File: config.mk
export PLATFORM = sky130hd
export DESIGN_NAME = mem_port_arbiter
export DESIGN_NICKNAME = d
export VERILOG_FILES = /design/src/rtl/mem_arb_pkg.sv /design/src/rtl/mem_arb_rr.sv /design/src/rtl/mem_port_arbiter.sv
export SDC_FILE = /design/constraint.sdc
export NUM_CORES = 1
export LEC_CHECK = 0
export ABC_AREA = 1
export CAP_MARGIN = 10
export CELL_PAD_IN_SITES_DETAIL_PLACEMENT = 1
export CELL_PAD_IN_SITES_GLOBAL_PLACEMENT = 2
export CORE_MARGIN = 8
export CORE_UTILIZATION = 27
export DETAILED_ROUTE_END_ITERATION = 10
export GPL_ROUTABILITY_DRIVEN = 0
export PLACE_DENSITY_LB_ADDON = 0.2
export SYNTH_ARGS = -nofsm -noshare
export SYNTH_HDL_FRONTEND = slang
export SYNTH_SLANG_ARGS = --single-unit
File: constraint.sdc
create_clock -name clk -period 2.5 [get_ports clk]
set_input_delay 0.625 -clock clk [delete_from_list [all_inputs] [get_ports clk]]
set_output_delay 0.625 -clock clk [all_outputs]
set_load 0.005 [all_outputs]
File: src/rtl/mem_arb_pkg.sv
// ---------------------------------------------------------------------------
// mem_arb_pkg
// Shared types and constants for the unified-memory port arbiter:
//   - address/data widths of the 256 x 8 unified memory
//   - arbiter FSM state encoding
//   - requester (owner) encoding
//   - other_owner(): the requester that is not the given one
// ---------------------------------------------------------------------------
package mem_arb_pkg;

    localparam int unsigned ADDR_W = 8;
    localparam int unsigned DATA_W = 8;

    typedef enum logic [1:0] {
        IDLE  = 2'd0,
        ISSUE = 2'd1,
        WAIT  = 2'd2,
        DONE  = 2'd3
    } arb_state_e;

    typedef enum logic {
        OWN_FETCH = 1'b0,
        OWN_DATA  = 1'b1
    } owner_e;

    function automatic owner_e other_owner(input owner_e o);
        return (o == OWN_FETCH) ? OWN_DATA : OWN_FETCH;
    endfunction

endpackage

File: src/rtl/mem_arb_rr.sv
// ---------------------------------------------------------------------------
// mem_arb_rr
// Two-way round-robin grant between instruction fetch and data access.
// Purely combinational; the last-grant state lives in the parent.
//
// Ports:
//   if_req_i      fetch request
//   d_req_i       data request
//   last_grant_i  requester granted most recently
//   grant_valid_o at least one request is pending
//   grant_o       requester to serve (meaningful only with grant_valid_o)
// ---------------------------------------------------------------------------
module mem_arb_rr
    import mem_arb_pkg::*;
(
    input  logic   if_req_i,
    input  logic   d_req_i,
    input  owner_e last_grant_i,
    output logic   grant_valid_o,
    output owner_e grant_o
);

    always_comb begin
        grant_valid_o = if_req_i | d_req_i;
        grant_o       = OWN_FETCH;
        if (if_req_i && d_req_i) begin
            // Tie: the requester that did not win last time goes first.
            grant_o = other_owner(last_grant_i);
        end else if (d_req_i) begin
            grant_o = OWN_DATA;
        end
    end

endmodule

File: src/rtl/mem_port_arbiter.sv
// ---------------------------------------------------------------------------
// mem_port_arbiter
// Sequencing controller and 2-way arbiter for the single-ported 256 x 8
// unified memory shared by instruction fetch and data load/store.
//
// Parameters:
//   READ_LAT  cycles from mem_re high to mem_rdata valid (legal 1..4)
//   CNT_W     width of the saturating conflict counter
//
// Ports:
//   clk, rst_n                         clock, async active-low reset
//   if_req/if_addr                     fetch request (held until if_ack)
//   if_ack/if_rdata                    fetch done pulse + instruction byte
//   d_req/d_we/d_addr/d_wdata          data request (held until d_ack)
//   d_ack/d_rdata                      data done pulse + load data
//   mem_addr/mem_re/mem_we/mem_wdata   registered memory controls
//   mem_rdata                          memory read data
//   busy                               FSM not in IDLE
//   owner                              current or last grant (0 fetch, 1 data)
//   conflict_cnt                       saturating count of requester-wait cycles
// ---------------------------------------------------------------------------
module mem_port_arbiter
    import mem_arb_pkg::*;
#(
    parameter int unsigned READ_LAT = 1,
    parameter int unsigned CNT_W    = 8
) (
    input  logic              clk,
    input  logic              rst_n,

    input  logic              if_req,
    input  logic [ADDR_W-1:0] if_addr,
    output logic              if_ack,
    output logic [DATA_W-1:0] if_rdata,

    input  logic              d_req,
    input  logic              d_we,
    input  logic [ADDR_W-1:0] d_addr,
    input  logic [DATA_W-1:0] d_wdata,
    output logic              d_ack,
    output logic [DATA_W-1:0] d_rdata,

    output logic [ADDR_W-1:0] mem_addr,
    output logic              mem_re,
    output logic              mem_we,
    output logic [DATA_W-1:0] mem_wdata,
    input  logic [DATA_W-1:0] mem_rdata,

    output logic              busy,
    output logic              owner,
    output logic [CNT_W-1:0]  conflict_cnt
);

    // WAIT is entered with READ_LAT-1 and captures data when it reaches 0,
    // which lines the capture edge up with the first valid mem_rdata cycle.
    localparam logic [1:0] WAIT_LOAD = 2'(READ_LAT - 1);

    arb_state_e        state_q;
    owner_e            owner_q;      // doubles as the round-robin last grant
    logic [1:0]        wcnt_q;
    logic [ADDR_W-1:0] mem_addr_q;
    logic              mem_re_q;
    logic              mem_we_q;
    logic [DATA_W-1:0] mem_wdata_q;
    logic [DATA_W-1:0] if_rdata_q;
    logic [DATA_W-1:0] d_rdata_q;
    logic              if_ack_q;
    logic              d_ack_q;
    logic [CNT_W-1:0]  conflict_q;
    logic [CNT_W-1:0]  conflict_d;

    logic              gnt_valid;
    owner_e            gnt;
    logic              wait_evt;

    mem_arb_rr u_rr (
        .if_req_i      (if_req),
        .d_req_i       (d_req),
        .last_grant_i  (owner_q),
        .grant_valid_o (gnt_valid),
        .grant_o       (gnt)
    );

    // Strobes and acks default low every cycle, so each is a single-cycle
    // pulse raised only on the transition into ISSUE or DONE.
    always_ff @(posedge clk or negedge rst_n) begin
        if (!rst_n) begin
            state_q     <= IDLE;
            owner_q     <= OWN_FETCH;
            wcnt_q      <= '0;
            mem_addr_q  <= '0;
            mem_re_q    <= 1'b0;
            mem_we_q    <= 1'b0;
            mem_wdata_q <= '0;
            if_rdata_q  <= '0;
            d_rdata_q   <= '0;
            if_ack_q    <= 1'b0;
            d_ack_q     <= 1'b0;
        end else begin
            mem_re_q <= 1'b0;
            mem_we_q <= 1'b0;
            if_ack_q <= 1'b0;
            d_ack_q  <= 1'b0;

            unique case (state_q)
                IDLE: begin
                    if (gnt_valid) begin
                        owner_q <= gnt;
                        state_q <= ISSUE;
                        if (gnt == OWN_DATA) begin
                            mem_addr_q  <= d_addr;
                            mem_wdata_q <= d_wdata;
                            mem_we_q    <= d_we;
                            mem_re_q    <= ~d_we;
                        end else begin
                            mem_addr_q  <= if_addr;
                            mem_re_q    <= 1'b1;
                        end
                    end
                end

                ISSUE: begin
                    // mem_we_q still holds this cycle's strobe: it tells
                    // a write (done now) from a read (wait for data).
                    if (mem_we_q) begin
                        state_q  <= DONE;
                        if_ack_q <= (owner_q == OWN_FETCH);
                        d_ack_q  <= (owner_q == OWN_DATA);
                    end else begin
                        state_q  <= WAIT;
                        wcnt_q   <= WAIT_LOAD;
                    end
                end

                WAIT: begin
                    if (wcnt_q == 2'd0) begin
                        state_q <= DONE;
                        if (owner_q == OWN_DATA) begin
                            d_rdata_q <= mem_rdata;
                            d_ack_q   <= 1'b1;
                        end else begin
                            if_rdata_q <= mem_rdata;
                            if_ack_q   <= 1'b1;
                        end
                    end else begin
                        wcnt_q <= wcnt_q - 2'd1;
                    end
                end

                DONE: begin
                    state_q <= IDLE;
                end

                default: begin
                    state_q <= IDLE;
                end
            endcase
        end
    end

    // A wait cycle: in IDLE only a tie leaves someone ungranted; while busy,
    // the non-owner is waiting whenever its request is up.
    always_comb begin
        wait_evt   = 1'b0;
        conflict_d = conflict_q;
        if (state_q == IDLE) begin
            wait_evt = if_req & d_req;
        end else begin
            wait_evt = (owner_q == OWN_DATA) ? if_req : d_req;
        end
        if (wait_evt && (conflict_q != '1)) begin
            conflict_d = conflict_q + 1'b1;
        end
    end

    always_ff @(posedge clk or negedge rst_n) begin
        if (!rst_n) begin
            conflict_q <= '0;
        end else begin
            conflict_q <= conflict_d;
        end
    end

    assign if_ack       = if_ack_q;
    assign if_rdata     = if_rdata_q;
    assign d_ack        = d_ack_q;
    assign d_rdata      = d_rdata_q;
    assign mem_addr     = mem_addr_q;
    assign mem_re       = mem_re_q;
    assign mem_we       = mem_we_q;
    assign mem_wdata    = mem_wdata_q;
    assign busy         = (state_q != IDLE);
    assign owner        = owner_q;
    assign conflict_cnt = conflict_q;

endmodule

met2.png
Bar = 20 µm.
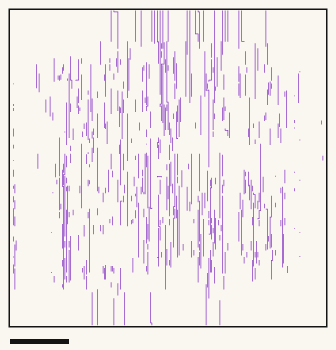
main direction: vertical
share of all routed wire: 44%
wire length on this layer: 2840 µm
longest straight run: 34.8 µm
nets with wire on the layer: 324

met1.png
Bar = 20 µm. Supply wires on this layer in grey.
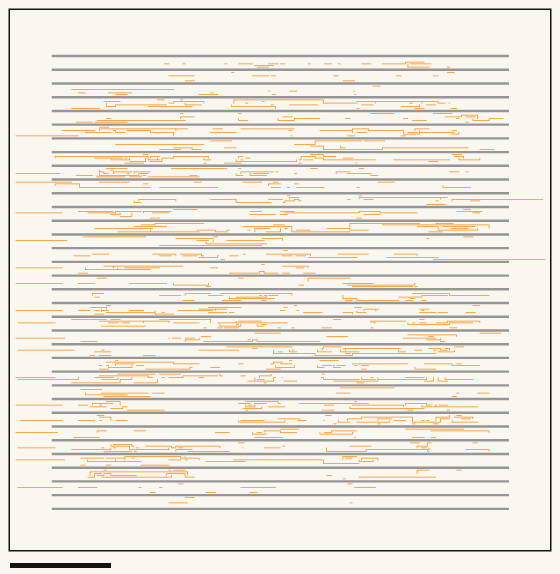
main direction: horizontal
nets with wire on the layer: 339
share of all routed wire: 45%
longest straight run: 22.1 µm
wire length on this layer: 2870 µm

clock_map.png
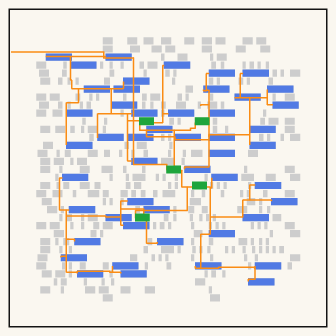
legend:
  green:
    item: cells driving clock nets
    count: 5
  orange:
    item: clock wires
    length: 672 µm
  blue:
    item: flip-flops
    count: 49
routed clock nets: 6
clock group share of total power: 13.3%
skew final: 0.00581 ns
clk pwr: 0.470 mW

final_congestion.png
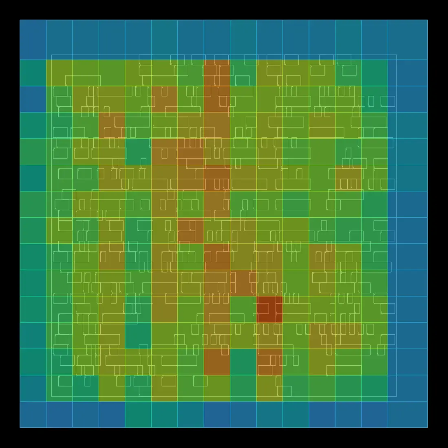
Wirelength per Cell: 14.0 µm
overall routing resource usage: 11.6%

==> reports/qor.txt <==
Met2 usage: 17.9%
Die height: 107 µm
Logic family by area: simple AND/OR/NAND/NOR gates
Core area: 8130 µm²
Number of enable flip-flop cells: 0
Signal buf overhead: 25.8%
Io pins: 83
Post-synth top cells: nand2_1 (99), dfrtp_1 (49), o21ai_0 (26)
Total Wirelength: 6.39 mm
Initial antenna violation count: 0
Vias in the first global route: 2208
Combinational Power Share: 47.6%
Setup Slack @ Placement: 0.515 ns
P&R area growth vs syn: 45.3%
MI comb cells: 183
Net count after synthesis: 305
Synth flops: 49
Async SR Flop Fraction: 100%
Worst Hold Class: input port to asynchronous set/reset pin
Sw frac: 36.6%
Crit path from: state_q[0]$_DFFE_PN0P_
Flop area: 1230 µm²
Status: complete, no violations
Largest net degree at the start of global routing: 23
Non-clk invs: 26
Init Core Util: 27.5%
Design Area, Final: 3250 µm²
Average vias per placed instance: 4.39
Final min period: 2.25 ns
Yosys cell types: 22
Cell type taking the most area: flip-flops and latches
Setup Buffers After CTS: 0
FF-to-FF path depth: 8
Power is estimated from default activity; no workload was simulated.
